**Signal metal coverage by tile**

Drawn at 4 px/um. 11 x 11 tiles, from dark purple (low) to yellow (high), scaled to the fullest tile. Values are wire area over tile area, all layers added.
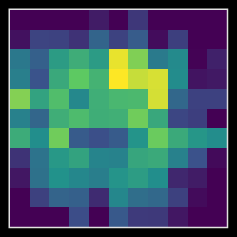
**Placement view**

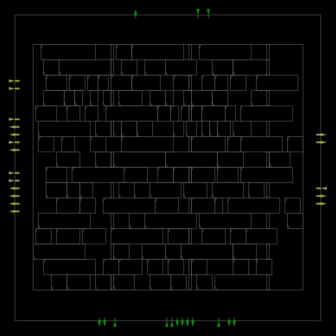
**Gate families picked out**

Drawn at 6 px/um.
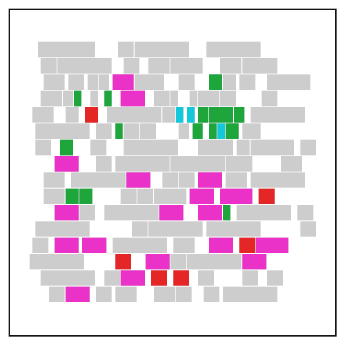
**Signal wires by layer**

Drawn at 6 px/um. Only two layers are drawn.
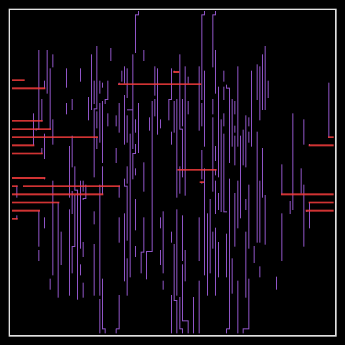
$ cat src/rtl/fifo_rd_packer.sv
// Read-side FIFO consumer: pops DATA_WIDTH lanes and packs PACK_N of them into one
// valid/ready output word; flush emits a partial word so tail bytes never stall.
module fifo_rd_packer #(
    parameter int unsigned DATA_WIDTH = 8,
    parameter int unsigned PACK_N     = 2
) (
    input  logic                                 rclk,
    input  logic                                 rrst_n,
    input  logic                                 rempty,
    input  logic [DATA_WIDTH-1:0]                rdata,
    output logic                                 rinc,
    input  logic                                 flush,
    output logic [DATA_WIDTH*PACK_N-1:0]         out_data,
    output logic [$clog2(PACK_N+1)-1:0]          out_bytes,
    output logic                                 out_valid,
    input  logic                                 out_ready
);

    localparam int unsigned CNT_W  = $clog2(PACK_N + 1);
    localparam int unsigned WORD_W = DATA_WIDTH * PACK_N;
    localparam logic [CNT_W-1:0] CNT_LAST = CNT_W'(PACK_N - 1);
    localparam logic [CNT_W-1:0] CNT_FULL = CNT_W'(PACK_N);

    typedef enum logic {
        S_FILL = 1'b0,
        S_HOLD = 1'b1
    } state_t;

    state_t              state_q, state_d;
    logic [CNT_W-1:0]    cnt_q, cnt_d;
    logic [WORD_W-1:0]   word_q, word_d;
    logic [CNT_W-1:0]    bytes_q, bytes_d;
    logic                valid_q, valid_d;
    logic                pop;

    // Pop strobe is combinational so the FIFO sees it in the same cycle it is decided.
    assign rinc = rrst_n & (state_q == S_FILL) & ~rempty;
    assign pop  = rinc;

    assign out_data  = word_q;
    assign out_bytes = bytes_q;
    assign out_valid = valid_q;

    always_ff @(posedge rclk or negedge rrst_n) begin
        if (!rrst_n) begin
            state_q <= S_FILL;
            cnt_q   <= '0;
            word_q  <= '0;
            bytes_q <= '0;
            valid_q <= 1'b0;
        end else begin
            state_q <= state_d;
            cnt_q   <= cnt_d;
            word_q  <= word_d;
            bytes_q <= bytes_d;
            valid_q <= valid_d;
        end
    end

    always_comb begin
        state_d = state_q;
        cnt_d   = cnt_q;
        word_d  = word_q;
        bytes_d = bytes_q;
        valid_d = valid_q;

        case (state_q)
            S_FILL: begin
                if (pop) begin
                    for (int unsigned i = 0; i < PACK_N; i++) begin
                        if (cnt_q == CNT_W'(i)) begin
                            word_d[i*DATA_WIDTH +: DATA_WIDTH] = rdata;
                        end
                    end
                    if (cnt_q == CNT_LAST) begin
                        state_d = S_HOLD;
                        bytes_d = CNT_FULL;
                        valid_d = 1'b1;
                    end else if (flush) begin
                        // Byte popped alongside flush is part of the emitted word.
                        state_d = S_HOLD;
                        bytes_d = cnt_q + CNT_W'(1);
                        valid_d = 1'b1;
                    end else begin
                        cnt_d = cnt_q + CNT_W'(1);
                    end
                end else if (flush && (cnt_q != '0)) begin
                    state_d = S_HOLD;
                    bytes_d = cnt_q;
                    valid_d = 1'b1;
                end
            end
            S_HOLD: begin
                if (valid_q && out_ready) begin
                    state_d = S_FILL;
                    cnt_d   = '0;
                    word_d  = '0;
                    bytes_d = '0;
                    valid_d = 1'b0;
                end
            end
            default: begin
                state_d = S_FILL;
            end
        endcase
    end

endmodule

$ cat config.mk
export PLATFORM = sky130hd
export DESIGN_NAME = fifo_rd_packer
export DESIGN_NICKNAME = d
export VERILOG_FILES = /design/src/rtl/fifo_rd_packer.sv
export SDC_FILE = /design/constraint.sdc
export NUM_CORES = 1
export LEC_CHECK = 0
export CAP_MARGIN = 20
export CORE_MARGIN = 3
export CORE_UTILIZATION = 45
export CTS_CLUSTER_SIZE = 28
export DETAILED_ROUTE_END_ITERATION = 12
export GPL_ROUTABILITY_DRIVEN = 0
export PLACE_DENSITY = 0.79
export SYNTH_ARGS = -nofsm -noshare
export SYNTH_HDL_FRONTEND = slang
export SYNTH_SLANG_ARGS = --single-unit
$ cat constraint.sdc
create_clock -name rclk -period 1.6 [get_ports rclk]
set_input_delay 0.16 -clock rclk [delete_from_list [all_inputs] [get_ports rclk]]
set_output_delay 0.16 -clock rclk [all_outputs]
set_load 0.05 [all_outputs]
==> reports/metrics.yaml <==
final_timing:
  hold_violations: 0
  finalCritPeriodShare_pct: 93.8
  fin_tns_setup_ns: 0
  finClkSkew_ns: 0.00552
  finalWorstPathRequiredPeriod_ns: 1.50
  maxSlewViolCount: 0
  relSlewSlack_pct: 80.9
min_path:
  hold_class: "in2async"
logic_synthesis:
  avgSynthCellArea_sq_um: 12.6
  ys_seq_share_pct: 52.7
  synth-seq-cells: 22
  synth_cell_type_count: 24
  ys_cells: 83
  netlist_instances: 83
  netlist_area_sq_um: 1040
  synth_top_area_share_pct: 52.7
run:
  tool_warnings: 27
  drv_cap: 0
cts:
  htree_levels: 1
  cts_made_buffers: 3
  clock_latency_ns: 0.29
  cts_buffer_depth: 2
  clk_root_buffer_cell: "clkbuf_4"
outcome:
  status: "finished, final reports clean"
finish:
  nets: 146
  flop_area_sq_um: 552
detailed_routing:
  dr.pass1.iters: 4
  drt_iter0_drc: 5
  ant_nets: 0
power:
  peakVddDrop_v: 0.00136
  power_density_nw_per_um2: 1870
  p_seq_share_pct: 31.2
  p_comb_share_pct: 58.1
  leakage_nw: 0.756
critical_path:
  path_buffers: 2
  cp_num_cells: 5
  worstPathCellList: "inv_1 > ha_2 > a21oi_4 > buf_4 > mux2_2"
  max_stage_delay_ns: 0.45
  cp.required_ns: 1.79
floorplan:
  io_pins: 33
About 'signal metal coverage by tile':
tiles over half the peak: 31%
fullest tile: 0.38
mean over tiles: 0.13
nearly empty tiles: 18%
drt total wl: 2.40 mm
Routed wire per std cell: 15.3 um
GRT Util Overall: 19.4%
Vias: 801

About 'placement view':
Layout fillers: 164
FP Rows: 16
core region area: 2080 sq um
final non-filler cell total: 157

About 'gate families picked out':
legend:
  inv cells:
    colour: cyan
    cells: 3
  mux cells:
    colour: magenta
    cells: 18
  and/or cells:
    colour: red
    cells: 6
  nor cells:
    colour: green
    cells: 14
most frequent logic cell in the layout: buf_4
fraction of area in multi-input gates: 31.8%

About 'signal wires by layer':
legend:
  M2:
    colour: purple
    wire_length: 1,260 um
  M3:
    colour: red
    wire_length: 132 um

layer usage:
metal | track usage [%] | up-vias
met5 | 0 | -
met2 | 34.3 | 22
met1 | 21.6 | 392
li1 | - | 381
met4 | 8.30 | 0
met3 | 4.99 | 6
through the flow:
step / total power, W / std cells / util, % / area, sq um / hold WS, ns
floorplan: 0.00195 / 83 / - / 1050 / -0.136
global placement: 0.00245 / 152 / 69.1 / 1440 / 0.479
detailed placement: 0.00249 / 152 / 69.1 / 1440 / 0.495
CTS: 0.00281 / 156 / 70.8 / 1470 / 0.209
global route: 0.00298 / 157 / 72.3 / 1510 / 0.224
finish: 0.00282 / 157 / 72.3 / 1510 / 0.212
synthesized netlist by cell type:
cell,instances
o22ai_1,2
and2b_1,5
clkbuf_1,1
o21ai_0,1
nor3_1,3
nand3_1,2
dfrtp_1,22
nor2_1,5
mux2_1,2
mux2_2,13
mux2_4,2
inv_1,3
a21oi_4,2
nor2_4,1
nor2b_1,5
o32ai_1,1
buf_6,1
ha_1,2
a21oi_1,1
mux2i_1,1
nand2_1,3
nand2b_1,3
a32o_1,1
and3_1,1
registers in the layout (all words and copies together) (netlist names):
signal     cells
state_q        1
out_bytes      2
cnt_q          2
out_data      16
out_valid      1
layout make-up:
class                      count  area share [%]
tap                           27            2.24
multi-input combinational     56            31.8
inverter                       3           0.748
clock buffer                   4            2.41
sequential                    22            36.7
timing repair buffer          45            26.1
worst paths after layout:
| kind | from | slack, ns | to |
|---|---|---|---|
| setup / recovery | cnt_q[0] | 0.1 | out_data[0] |
| hold / removal | rrst_n | 0.21 | cnt_q[0] |
| setup reg to reg | cnt_q[0] | 0.1 | out_data[0] |
| hold reg to reg | out_data[2] | 0.52 | out_data[2] |
| max in group asynchronous | rrst_n | 1.11 | out_valid |
| min in group rclk | out_data[2] | 0.52 | out_data[2] |
power groups by stage:
stage | sequential (W) | clock [W] | combinational [W]
6_report | 0.000881 | 0.000300 | 0.00164
5_1_grt | 0.000909 | 0.000333 | 0.00174
4_1_cts | 0.000884 | 0.000307 | 0.00162
3_5_place_dp | 0.000889 | 0 | 0.00161
3_3_place_gp | 0.000883 | 0 | 0.00157
2_1_floorplan | 0.00148 | 0 | 0.000470
worst reg2reg max path: stages, from the launching register on:
cell and delay [ns]:
dfrtp_1 0.45, inv_1 0.10, ha_2 0.23, a21oi_4 0.13, buf_4 0.16, mux2_2 0.33
cell families (layout without fill, tap and decap cells):
family / after synthesis / count (layout) / share of synthesized area, %
and+or+nand+nor: 28 / 28 / 15.3
DFF: 22 / 22 / 52.7
muxes: 18 / 18 / 20.0
AOI/OAI and AO/OA: 8 / 8 / 7.06
buffers and inverters: 5 / 52 / 2.51
adders and majority gates: 2 / 2 / 2.39
repair_timing:
action | 4_1_cts | 5_1_grt
gates resized | 0 | 3
buffers inserted | 0 | 1
endpoints found under the setup margin | 0 | 18
Power is estimated from default activity; no workload was simulated.
